File: config.mk
export PLATFORM = sky130hd
export DESIGN_NAME = alu16_sequencer
export DESIGN_NICKNAME = d
export VERILOG_FILES = /design/src/rtl/alu16_sequencer.sv
export SDC_FILE = /design/constraint.sdc
export NUM_CORES = 1
export LEC_CHECK = 0
export CAP_MARGIN = 15
export CORE_ASPECT_RATIO = 1.5
export CORE_MARGIN = 3
export CORE_UTILIZATION = 45
export DETAILED_ROUTE_END_ITERATION = 8
export PLACE_DENSITY = 0.76
export SLEW_MARGIN = 20
export SYNTH_ARGS = -nofsm -noshare
export SYNTH_HDL_FRONTEND = slang
export SYNTH_SLANG_ARGS = --single-unit
File: constraint.sdc
create_clock -name clk -period 2.9 [get_ports clk]
set_input_delay 0.435 -clock clk [delete_from_list [all_inputs] [get_ports clk]]
set_output_delay 0.435 -clock clk [all_outputs]
set_load 0.005 [all_outputs]
File: src/rtl/alu16_sequencer.sv
// Runs 16-bit add/sub/inc/pass through an external 8-bit arithmetic unit in two
// passes (low byte, then high byte) and returns a registered result with C/V/Z/N.
module alu16_sequencer (
  input  logic        clk,
  input  logic        rst,
  input  logic        in_valid,
  output logic        in_ready,
  input  logic [15:0] in_a,
  input  logic [15:0] in_b,
  input  logic [1:0]  in_op,
  output logic [7:0]  alu_a,
  output logic [7:0]  alu_b,
  output logic [1:0]  alu_s,
  input  logic [7:0]  alu_out,
  input  logic        alu_cout,
  output logic        out_valid,
  input  logic        out_ready,
  output logic [15:0] out_res,
  output logic        out_c,
  output logic        out_v,
  output logic        out_z,
  output logic        out_n
);

  typedef enum logic [1:0] {IDLE, LO, HI, DONE} state_t;

  state_t      state_reg;
  logic [15:0] a_reg;
  logic [15:0] beff_reg;
  logic [7:0]  res_lo_reg;

  logic [15:0] beff_next;
  logic        cin0_next;
  logic [15:0] res_full;

  // Every op is reduced to A + Beff + cin0 so both slices share one datapath.
  always_comb begin
    beff_next = 16'h0000;
    cin0_next = 1'b0;
    case (in_op)
      2'b00:   beff_next = in_b;
      2'b01: begin
        beff_next = ~in_b;
        cin0_next = 1'b1;
      end
      2'b10:   beff_next = 16'h0001;
      default: beff_next = 16'h0000;
    endcase
  end

  assign res_full = {alu_out, res_lo_reg};

  always_ff @(posedge clk) begin
    if (rst) begin
      state_reg  <= IDLE;
      in_ready   <= 1'b1;
      a_reg      <= 16'h0000;
      beff_reg   <= 16'h0000;
      res_lo_reg <= 8'h00;
      alu_a      <= 8'h00;
      alu_b      <= 8'h00;
      alu_s      <= 2'b11;
      out_valid  <= 1'b0;
      out_res    <= 16'h0000;
      out_c      <= 1'b0;
      out_v      <= 1'b0;
      out_z      <= 1'b0;
      out_n      <= 1'b0;
    end else begin
      case (state_reg)
        IDLE: begin
          if (in_valid) begin
            a_reg    <= in_a;
            beff_reg <= beff_next;
            in_ready <= 1'b0;
            // Carry-in of 1 is expressed as S=01 with inverted B: A + ~~b + 1.
            alu_a    <= in_a[7:0];
            alu_s    <= cin0_next ? 2'b01 : 2'b00;
            alu_b    <= cin0_next ? ~beff_next[7:0] : beff_next[7:0];
            state_reg <= LO;
          end
        end
        LO: begin
          res_lo_reg <= alu_out;
          alu_a      <= a_reg[15:8];
          alu_s      <= alu_cout ? 2'b01 : 2'b00;
          alu_b      <= alu_cout ? ~beff_reg[15:8] : beff_reg[15:8];
          state_reg  <= HI;
        end
        HI: begin
          out_res   <= res_full;
          out_c     <= alu_cout;
          out_v     <= (a_reg[15] == beff_reg[15]) & (alu_out[7] != a_reg[15]);
          out_z     <= (res_full == 16'h0000);
          out_n     <= alu_out[7];
          out_valid <= 1'b1;
          alu_a     <= 8'h00;
          alu_b     <= 8'h00;
          alu_s     <= 2'b11;
          state_reg <= DONE;
        end
        DONE: begin
          if (out_ready) begin
            out_valid <= 1'b0;
            in_ready  <= 1'b1;
            state_reg <= IDLE;
          end
        end
        default: state_reg <= IDLE;
      endcase
    end
  end

endmodule

==> GITHUB_STEP_SUMMARY, run 1 <==
## PnR job results

| Metric | Value |
|---|---|
| Area of the die | `~0.0073 mm^2` |
| Slew @ Worst Pin | `about 0.8 ns` |
| Fraction of registers with async set or reset after synthesis | `0` |
| Routability cong. | `between 0.8 and 0.9` |
| Largest register FFs | `16` |
| Min Clock Period, post-route | `between 2 and 2.5 ns` |
| Input/output buffers | `approximately 86` |
| CTS resizes | `0` |
| Final #Nets | `441` |
| Critical Path Sink Type | `flop` |
| Critical Path RT | `around 3.1 ns` |
| Reg area | `approximately 0.0013 mm^2` |
| CP delay by family, top | `AND-OR/OR-AND gates` |
| Setup TNS | `0 ns` |
| Count of library flops with an enable pin | `0` |
| Area leader share | `0.460` |
| Top FF cell, synth | `dfxtp_1` |
| Logic area | `0.00139 mm^2` |
| Setup violations, final | `0` |
| CP Max Fanout | `21` |
| Clock Pin Slew Worst Setup and Hold Paths | `around 0.070 ns` |
| Post-synthesis instance total | `a little over 300` |
| Share of layout cells above drive strength 1 | `0.0665` |
| Peak VDD IR | `494 uV` |
| Layout area overhead | `35.9%` |
| DIE HEIGHT | `between 100 and 150 um` |
| Fin worst setup slack | `0.649 ns` |
| Yosys cell count | `307` |
| Final tally of max-slew violations | `0` |
| Chip area in the Yosys report | `between 0.002 and 0.003 mm^2` |
| Hold WC Path Type | `flop to flop` |
| Status | `complete, no violations` |
-- run 1: per-stage QoR --
step                instances  utilization  hold WS (ns)
floorplan                 307            -         0.437
global placement          448        0.618         0.444
detailed placement        448        0.618         0.449
CTS                       463        0.646         0.460
global route              463        0.646         0.484
finish                    463        0.646         0.458
-- run 1: worst paths after layout --
path / end / slack, ns / depth (start not counted)
max: alu_s[0]$_SDFFE_PP1P_ / 0.65 / 5
min: a_reg[13]$_SDFFE_PP0P_ / 0.46 / 2
max reg2reg: alu_s[0]$_SDFFE_PP1P_ / 0.65 / 5
min reg2reg: a_reg[13]$_SDFFE_PP0P_ / 0.46 / 2
-- run 1: layout by cell type, fill, tap and decap left out, types with 8 or more instances in the layout --
cell type | synthesis | final
clkdlybuf4s50_1 | 0 | 85
a21oi_1 | 19 | 19
a311oi_1 | 9 | 9
nor2_1 | 62 | 62
dfxtp_1 | 65 | 65
a22oi_1 | 8 | 8
a211oi_1 | 8 | 8
nand2_1 | 17 | 17
clkbuf_8 | 0 | 10
nand3_1 | 9 | 9
xnor2_1 | 8 | 8
mux2i_1 | 26 | 26
nand2b_1 | 8 | 8
xor2_1 | 8 | 8
-- run 1: tightest hold or removal path: stages, from the launching register on --
cell and delay (ns):
dfxtp_1 0.31, nand2_1 0.05, a21oi_1 0.05
-- run 1: report_power, final --
| part | total, W | internal, W | switching, W |
|---|---|---|---|
| Sequential | 0.00127 | 0.00113 | 0.000147 |
| Combinational | 0.00144 | 0.000742 | 0.000700 |
| Clock | 0.000642 | 0.000322 | 0.000320 |
| Total | 0.00336 | 0.00219 | 0.00117 |
-- run 1: layer usage --
layer	wire length, um	up-vias	GRT usage	share of wire
li1	-	1211	-	-
met1	2680	1084	0.216	0.41
met2	3340	65	0.322	0.51
met3	378	12	0.0429	0.058
met4	117	0	0.0970	0.018
met5	0	-	0	0
-- run 1: cell type report --
cell class / instances / share of cell area
Sequential cell: 65 / 0.338
Timing Repair Buffer: 90 / 0.230
Tap cell: 72 / 0.0234
Clock inverter: 4 / 0.00521
Multi-Input combinational cell: 217 / 0.362
Inverter: 4 / 0.00390
Clock buffer: 11 / 0.0368
-- run 1: logic make-up after synthesis --
kind of cell,share of synthesized area
AND/OR/NAND/NOR,0.191
XOR/XNOR,0.0495
adder cells (fa/ha/maj),0.0310
multiplexers,0.0960
AND-OR/OR-AND,0.124
flip-flops,0.460
buffers and inverters,0.0482
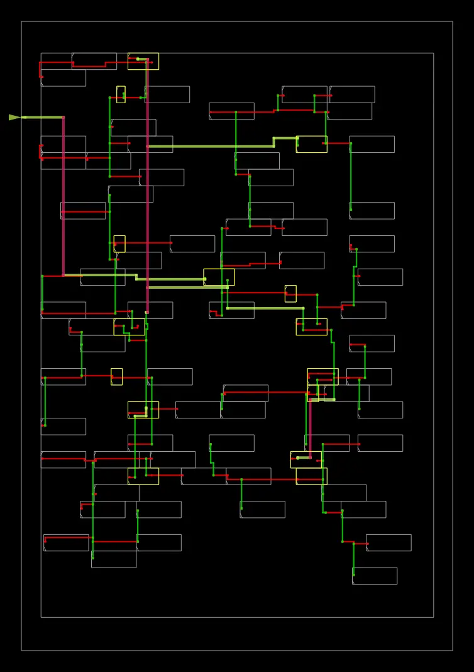
*Clock nets, run 1*
P_clk: 0.000642 W
Sink Count: 65
total CTS buffers: 9
clk_skew: 0.00403 ns
registers: 65

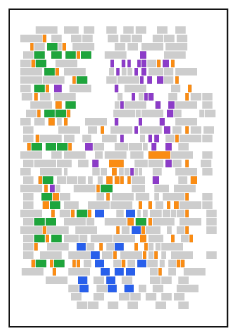
*Selected gate families, run 1*
orange -> NOR gates  # cells 75
green -> multiplexers  # cells 27
blue -> XOR/XNOR gates  # cells 16, where bottom middle
purple -> NAND gates  # cells 38
Commonest Layout Cell: clkdlybuf4s50_1
Finished Layout Cells: 463
Comb/total area: 0.362

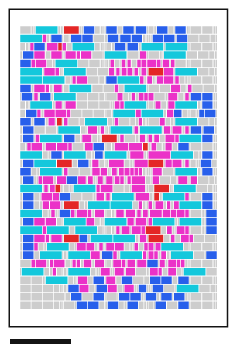
*Placed cells, one colour a class, run 1*
Scale bar: 20 um. Fill, decap, tap and diode cells in grey.
magenta -> all other logic  # cells 221, share of their area 37%
cyan -> flip-flops  # cells 65, share of their area 35%
blue -> other buffers and delay cells  # cells 90, share of their area 24%
red -> clock drivers and dummy loads  # cells 15, share of their area 4.3%
FP Rows: 34
Final Cell Area: 0.00384 mm^2

==> run 1 -> run 2 <==
==> constraint.sdc (replaced) <==
create_clock -name clk -period 2.1 [get_ports clk]
set_input_delay 0.315 -clock clk [delete_from_list [all_inputs] [get_ports clk]]
set_output_delay 0.315 -clock clk [all_outputs]
set_load 0.005 [all_outputs]
==> run 2 against run 1 <==
Clock skew is 0.0010 ns lower; sequential cell count stayed put; worst hold slack worse by 0.0024 ns; combinational power is 42% higher; largest cell class unchanged; count of clock-buffer cells in the layout is 1 higher; wire length hardly changed; utilization is 1.2 points higher; maximum frequency is 24% higher; non-clock buffer count is 5 higher; clock power is 64% higher; sequential power is 39% higher; critical endpoint is now alu_s[1]$_SDFFE_PP1P_; via count is 1.2% higher.
==> GITHUB_STEP_SUMMARY, run 2 <==
## PnR job results

| Metric | Value |
|---|---|
| Largest register FFs | `16` |
| Setup TNS | `0 ns` |
| Status | `complete, no violations` |
| Clock Pin Slew Worst Setup and Hold Paths | `roughly 0.060 ns` |
| DIE HEIGHT | `between 100 and 150 um` |
| FP Rows | `34` |
| Clk_skew | `about 0.003 ns` |
| Critical R2R Capture | `alu_s[1]$_SDFFE_PP1P_` |
| Area of the die | `0.00729 mm^2` |
| Reg area | `~0.0013 mm^2` |
| Slew @ Worst Pin | `0.657 ns` |
| Termination of the worst setup path | `alu_s[1]$_SDFFE_PP1P_` |
| Final #Nets | `about 450` |
| Routability cong. | `between 0.7 and 0.8` |
| Input/output buffers | `86` |
| Top FF cell, synth | `dfxtp_1` |
| CP Max Fanout | `35` |
| Min Clock Period, post-route | `between 1.5 and 2 ns` |
| Count of library flops with an enable pin | `0` |
| Fraction of registers with async set or reset after synthesis | `0` |
| Critical Path Sink Type | `flop` |
| Area leader share | `0.460` |
| Share of layout cells above drive strength 1 | `0.0783` |
-- run 2: kinds of logic (layout without fill, tap and decap cells) --
kind of cell / count (synthesis) / in the layout / share of synthesized area
xor+xnor: 16 / 16 / 0.0495
simple gates: 116 / 116 / 0.191
buf+inv: 25 / 114 / 0.0482
flops: 65 / 65 / 0.460
compound gates: 51 / 51 / 0.124
mux: 27 / 27 / 0.0960
fa+ha+maj: 7 / 7 / 0.0310
-- run 2: how the worst min path moves through the flow --
stage / from / end / cells after the start
floorplan: a_reg[10]$_SDFFE_PP0P_ / a_reg[10]$_SDFFE_PP0P_ / 2
finish: a_reg[11]$_SDFFE_PP0P_ / a_reg[11]$_SDFFE_PP0P_ / 2
global route: a_reg[14]$_SDFFE_PP0P_ / a_reg[14]$_SDFFE_PP0P_ / 2
detailed placement: a_reg[13]$_SDFFE_PP0P_ / a_reg[13]$_SDFFE_PP0P_ / 2
CTS: a_reg[14]$_SDFFE_PP0P_ / a_reg[14]$_SDFFE_PP0P_ / 2
global placement: a_reg[13]$_SDFFE_PP0P_ / a_reg[13]$_SDFFE_PP0P_ / 2
-- run 2: critical path, stage by stage (launching register included) --
cell	delay, ns
dfxtp_1	0.43
inv_1	0.12
ha_1	0.27
nor2b_4	0.17
nor2_8	0.34
nor2b_1	0.09
a211o_1	0.27
-- run 2: per-layer routing --
metal / up-vias / part of all wire / GRT usage
met4: 0 / 0.024 / 0.101
met3: 14 / 0.067 / 0.0644
met5: - / 0 / 0
met1: 1097 / 0.42 / 0.215
li1: 1221 / - / -
met2: 69 / 0.49 / 0.314
-- run 2: report_power, final --
group          switching [W]  total (W)  internal, W
clock network       0.000445    0.00105     0.000602
registers           0.000204    0.00176      0.00156
logic               0.000981    0.00205      0.00107
total                0.00163    0.00486      0.00323
-- run 2: area by class of cell --
cell class              count  area share
inverters                   4     0.00383
well taps                  72      0.0230
multi-input cells         217       0.355
repair buffers             95       0.236
clock buffers              12      0.0396
clock inverters             3      0.0102
flip-flops and latches     65       0.332
-- run 2: per-stage QoR --
stage	cell area, um^2	hold WS (ns)	util	worst slack, ns	cells
after CTS	3920	0.457	0.658	0.275	468
after floorplan	2830	0.437	-	0.451	307
after global routing	3920	0.483	0.658	0.128	468
after detailed placement	3720	0.447	0.625	0.271	453
after global placement	3720	0.445	0.625	0.322	453
final	3920	0.456	0.658	0.290	468
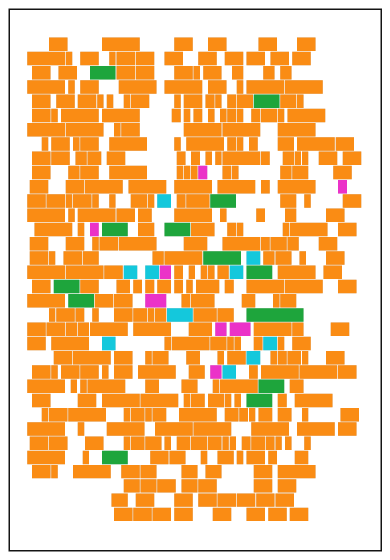
*Sizing map, run 2*
magenta -> drive 2  # cells 8, share 2.0%
green -> drive 6 and up  # cells 13, share 3.3%
cyan -> drive 3 to 4  # cells 10, share 2.5%
orange -> drive 1 or less  # cells 365, share 92%
Final Cell Area: 0.00392 mm^2
Layout area overhead: 38.4%
non-clock buffer count in the final layout: 95

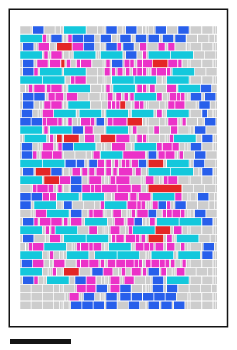
*Placed cells, one colour a class, run 2*
Scale bar: 20 um. Fill, decap, tap and diode cells in grey.
red -> clock drivers and dummy loads  # cells 15, share of their area 5.1%
blue -> other buffers and delay cells  # cells 95, share of their area 24%
cyan -> flip-flops  # cells 65, share of their area 34%
magenta -> all other logic  # cells 221, share of their area 37%
sequential share of cell area: 0.332
Core Footprint: 0.00596 mm^2

No activity file was given, so power comes from the tool's default toggle rates.
